Figure 1. Floorplan with the power grid.
Bar = 20 um. Pins as bars on the die edge.
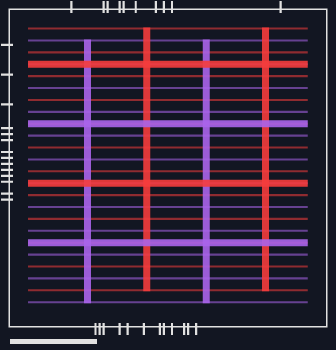
Figure 2. Placement by cell class.
Fill, decap, tap and diode cells in gray.
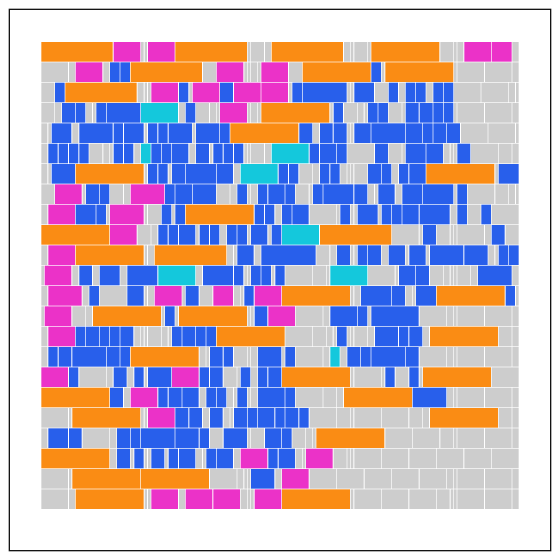
### src/rtl/game_flow_ctrl.sv
// game_flow_ctrl: snake game sequencer with step timer, lives, pause, score and level
module game_flow_ctrl #(
  parameter int INIT_PERIOD      = 16,
  parameter int MIN_PERIOD       = 4,
  parameter int PERIOD_DEC       = 2,
  parameter int APPLES_PER_LEVEL = 5,
  parameter int LIVES            = 3,
  parameter int HEAD_LAT         = 1,
  parameter int SCORE_W          = 10,
  parameter int LEVEL_W          = 4
) (
  input  logic               clk2,
  input  logic               rst_n,
  input  logic               game_start_end,
  input  logic               pause_key,
  input  logic [1:0]         head,
  output logic               menu,
  output logic               first_do,
  output logic               go_one_step,
  output logic               eat_apple,
  output logic               random_growth,
  output logic               null_out,
  output logic               game_over,
  output logic               paused,
  output logic [3:0]         lives_left,
  output logic [SCORE_W-1:0] score,
  output logic [LEVEL_W-1:0] level,
  output logic [3:0]         state
);
  localparam int PW = $clog2(INIT_PERIOD + 1);
  localparam int CW = (HEAD_LAT > 1) ? $clog2(HEAD_LAT) : 1;
  localparam int AW = $clog2(APPLES_PER_LEVEL + 1);

  typedef enum logic [3:0] {
    S_MENU    = 4'd0,
    S_INIT    = 4'd1,
    S_WAIT    = 4'd2,
    S_STEP    = 4'd3,
    S_CHECK   = 4'd4,
    S_EAT     = 4'd5,
    S_GROW    = 4'd6,
    S_NULL    = 4'd7,
    S_HIT     = 4'd8,
    S_RESPAWN = 4'd9,
    S_PAUSE   = 4'd10,
    S_OVER    = 4'd11
  } state_t;

  state_t             r_state, w_next;
  logic               r_start_q, r_pause_q;
  logic               w_start_edge, w_pause_edge;
  logic [PW-1:0]      r_timer, r_period;
  logic [CW-1:0]      r_chk;
  logic [AW-1:0]      r_apples;
  logic [AW-1:0]      w_apples_nx;
  logic [SCORE_W-1:0] r_score;
  logic [LEVEL_W-1:0] r_level;
  logic [3:0]         r_lives;

  assign w_start_edge = game_start_end & ~r_start_q;
  assign w_pause_edge = pause_key & ~r_pause_q;
  assign w_apples_nx  = r_apples + AW'(1);

  // Key history; reset high so a key held through reset release gives no edge
  always_ff @(posedge clk2 or negedge rst_n) begin
    if (!rst_n) begin
      r_start_q <= 1'b1;
      r_pause_q <= 1'b1;
    end else begin
      r_start_q <= game_start_end;
      r_pause_q <= pause_key;
    end
  end

  // State register
  always_ff @(posedge clk2 or negedge rst_n) begin
    if (!rst_n) r_state <= S_MENU;
    else        r_state <= w_next;
  end

  // Next-state logic; unused codes fall back to MENU
  always_comb begin
    w_next = S_MENU;
    case (r_state)
      S_MENU:    w_next = w_start_edge ? S_INIT : S_MENU;
      S_INIT:    w_next = S_WAIT;
      S_WAIT:    w_next = w_pause_edge ? S_PAUSE : (r_timer == '0 ? S_STEP : S_WAIT);
      S_PAUSE:   w_next = w_pause_edge ? S_WAIT : S_PAUSE;
      S_STEP:    w_next = S_CHECK;
      S_CHECK:   w_next = r_chk != '0 ? S_CHECK :
                          head == 2'b00 ? S_NULL :
                          head == 2'b10 ? S_EAT : S_HIT;
      S_NULL:    w_next = S_WAIT;
      S_EAT:     w_next = S_GROW;
      S_GROW:    w_next = S_WAIT;
      S_HIT:     w_next = r_lives > 4'd1 ? S_RESPAWN : S_OVER;
      S_RESPAWN: w_next = S_WAIT;
      S_OVER:    w_next = w_start_edge ? S_MENU : S_OVER;
      default:   w_next = S_MENU;
    endcase
  end

  // Game datapath: step timer, head-latency counter, score, level, period, lives
  always_ff @(posedge clk2 or negedge rst_n) begin
    if (!rst_n) begin
      r_timer  <= '0;
      r_period <= PW'(INIT_PERIOD);
      r_chk    <= '0;
      r_apples <= '0;
      r_score  <= '0;
      r_level  <= '0;
      r_lives  <= 4'(LIVES);
    end else begin
      case (r_state)
        S_INIT: begin
          r_score  <= '0;
          r_level  <= '0;
          r_lives  <= 4'(LIVES);
          r_period <= PW'(INIT_PERIOD);
          r_apples <= '0;
          r_timer  <= PW'(INIT_PERIOD - 1);
        end
        S_WAIT:  if (!w_pause_edge && r_timer != '0) r_timer <= r_timer - PW'(1);
        S_STEP:  r_chk <= CW'(HEAD_LAT - 1);
        S_CHECK: if (r_chk != '0) r_chk <= r_chk - CW'(1);
        S_NULL, S_GROW, S_RESPAWN: r_timer <= r_period - PW'(1);
        S_EAT: begin
          if (r_score != '1) r_score <= r_score + SCORE_W'(1);
          if (w_apples_nx == AW'(APPLES_PER_LEVEL)) begin
            r_apples <= '0;
            if (r_level != '1) r_level <= r_level + LEVEL_W'(1);
            r_period <= (32'(r_period) >= 32'(MIN_PERIOD + PERIOD_DEC)) ?
                        r_period - PW'(PERIOD_DEC) : PW'(MIN_PERIOD);
          end else begin
            r_apples <= w_apples_nx;
          end
        end
        S_HIT: if (r_lives != '0) r_lives <= r_lives - 4'd1;
        default: ;
      endcase
    end
  end

  assign menu          = r_state == S_MENU;
  assign first_do      = r_state == S_INIT || r_state == S_RESPAWN;
  assign go_one_step   = r_state == S_STEP;
  assign eat_apple     = r_state == S_EAT;
  assign random_growth = r_state == S_GROW;
  assign null_out      = r_state == S_NULL;
  assign game_over     = r_state == S_OVER;
  assign paused        = r_state == S_PAUSE;
  assign lives_left    = r_lives;
  assign score         = r_score;
  assign level         = r_level;
  assign state         = r_state;
endmodule
### config.mk
export PLATFORM = sky130hd
export DESIGN_NAME = game_flow_ctrl
export DESIGN_NICKNAME = d
export VERILOG_FILES = /design/src/rtl/game_flow_ctrl.sv
export SDC_FILE = /design/constraint.sdc
export NUM_CORES = 1
export LEC_CHECK = 0
export ABC_AREA = 1
export ABC_CLOCK_PERIOD_IN_PS = 2300
export CAP_MARGIN = 20
export CORE_MARGIN = 4
export CORE_UTILIZATION = 53
export CTS_CLUSTER_DIAMETER = 80
export DETAILED_ROUTE_END_ITERATION = 16
export PLACE_DENSITY = 0.79
export SYNTH_ARGS = -nofsm -noshare
export SYNTH_HDL_FRONTEND = slang
export SYNTH_SLANG_ARGS = --single-unit
### constraint.sdc
create_clock -name clk2 -period 2.3 [get_ports clk2]
set_clock_uncertainty 0.2 [all_clocks]
set_input_delay 0.345 -clock clk2 [delete_from_list [all_inputs] [get_ports clk2]]
set_output_delay 0.345 -clock clk2 [all_outputs]
set_load 0.01 [all_outputs]
==> reports/results.tsv <==
metric	value	unit
cts-hold-fix-buffers	0	
cts_tree	built	
ff_type	dfrtp_1	
dp.cells	356	
path_clk_slew	0.07	ns
rows	23	
die_y	72.2	um
hpwl	3620	um
switching_share	41.0	%
post_cts_buffers	0	
rsz0062_at_grt	false	
numCtsBuffers	5	
drt_iter0_drc	83	
yosysTopAreaCellShare	35.5	%
internal_power	0.00149	W
hold_violations	0	
globalplace.congestion	0.878	
finalPower	0.00252	W
avgSynthCellArea	8.07	um2
ys_area	0.00219	mm2
crit_buf_inv	2	
clockBufferDepth	2	
setup_tns	0	ns
status	completed	
pwr-share-comb	45.7	%
edf_count	0	
detail-route-antenna-nets	0	
reg2reg_to	score[9]	
core	0.00400	mm2
worst_slew_pin_slew	0.456	ns
cpMostUsedCell	nor2_2	
cts_resized	1	
antenna_found_initial	0	
Notes on Figure 1 above:
legend:
  VDD:
    color: red
  VSS:
    color: purple
met4 straps: 4
rows: 23
met5 straps: 4

Notes on Figure 2 above:
legend:
  combinational and other logic:
    color: blue
    cells: 233
    share_of_their_area: 48%
  remaining buffers and delay cells:
    color: magenta
    cells: 37
    share_of_their_area: 14%
  clock drivers and dummy loads:
    color: cyan
    cells: 8
    share_of_their_area: 3.4%
  sequential cells:
    color: orange
    cells: 36
    share_of_their_area: 34%

## synth_stat cells (2+ instances only)
cell type and number:
nand2_1 46, dfrtp_1 31, o21ai_1 4, xor2_1 7
a21oi_1 6, nand3_1 16, a31oi_1 3, o21a_1 2
buf_2 2, ha_1 9, inv_2 6, o22ai_1 3
nor3_1 5, o21ai_0 17, o211ai_1 3, dfstp_2 5
nand2_4 6, inv_1 34, nand4_1 8, a22oi_1 2
nand2_2 5, nor2_1 35, o21bai_1 2
## layout make-up
class                   instances  area (um2)
multi-input cells             193        1130
repair buffers                 37         373
clock buffers                   8        90.1
inverters                      40         150
fillers                       315        1280
flip-flops and latches         36         910
well taps                      50        62.6
## per-layer routing
metal / vias up / GRT usage [%] / share of wire [%]
met5: - / 0 / 0
met4: 0 / 3.97 / 0.53
met3: 4 / 6.23 / 3.9
met2: 31 / 34.5 / 50
met1: 907 / 27.0 / 46
li1: 982 / - / -
## kinds of logic after synthesis
group | after synthesis | share of synthesized area, %
compound gates | 47 | 13.4
xor+xnor | 8 | 3.20
fa+ha+maj | 9 | 5.15
buf+inv | 42 | 7.32
flops | 36 | 41.5
simple gates | 129 | 29.5
## per-stage QoR
stage	hold slack [ns]	instance area [um2]
3_3_place_gp	0.270	2610
4_1_cts	0.296	2700
3_5_place_dp	0.277	2610
2_1_floorplan	-0.151	2190
6_report	0.269	2720
5_1_grt	0.294	2720
## power by group through the flow
stage                     Clock, W  Combinational [W]  Sequential [W]
final                     0.000457            0.00115        0.000914
after global routing      0.000507            0.00132        0.000939
after CTS                 0.000472            0.00114        0.000910
after detailed placement         0            0.00113        0.000920
after global placement           0            0.00112        0.000916
after floorplan                  0           0.000732        0.000933
## worst max path at each step
| stage | endpoint | slack [ns] |
|---|---|---|
| final | menu | 0.11 |
| after global routing | menu | 0.004 |
| after CTS | go_one_step | 0.01 |
| after detailed placement | score[5] | 0.29 |
| after global placement | go_one_step | 0.31 |
| after floorplan | score[0] | 0.51 |
## registers in the layout (all words and copies together), names as in the netlist
register and cells:
level 4, lives_left 4, r_apples 3, r_pause_q 1
r_period 4, r_start_q 1, r_timer 5, score 10
state 4
## worst reg2reg max path: cells and delay by family (launching register included)
kind	cells	cell delay, ns
and+or+nand+nor	6	0.86
DFF	1	0.42
adders and majority gates	1	0.21
buffers and inverters	1	0.21
AOI/OAI and AO/OA	1	0.07
Power and IR drop assume default switching activity.
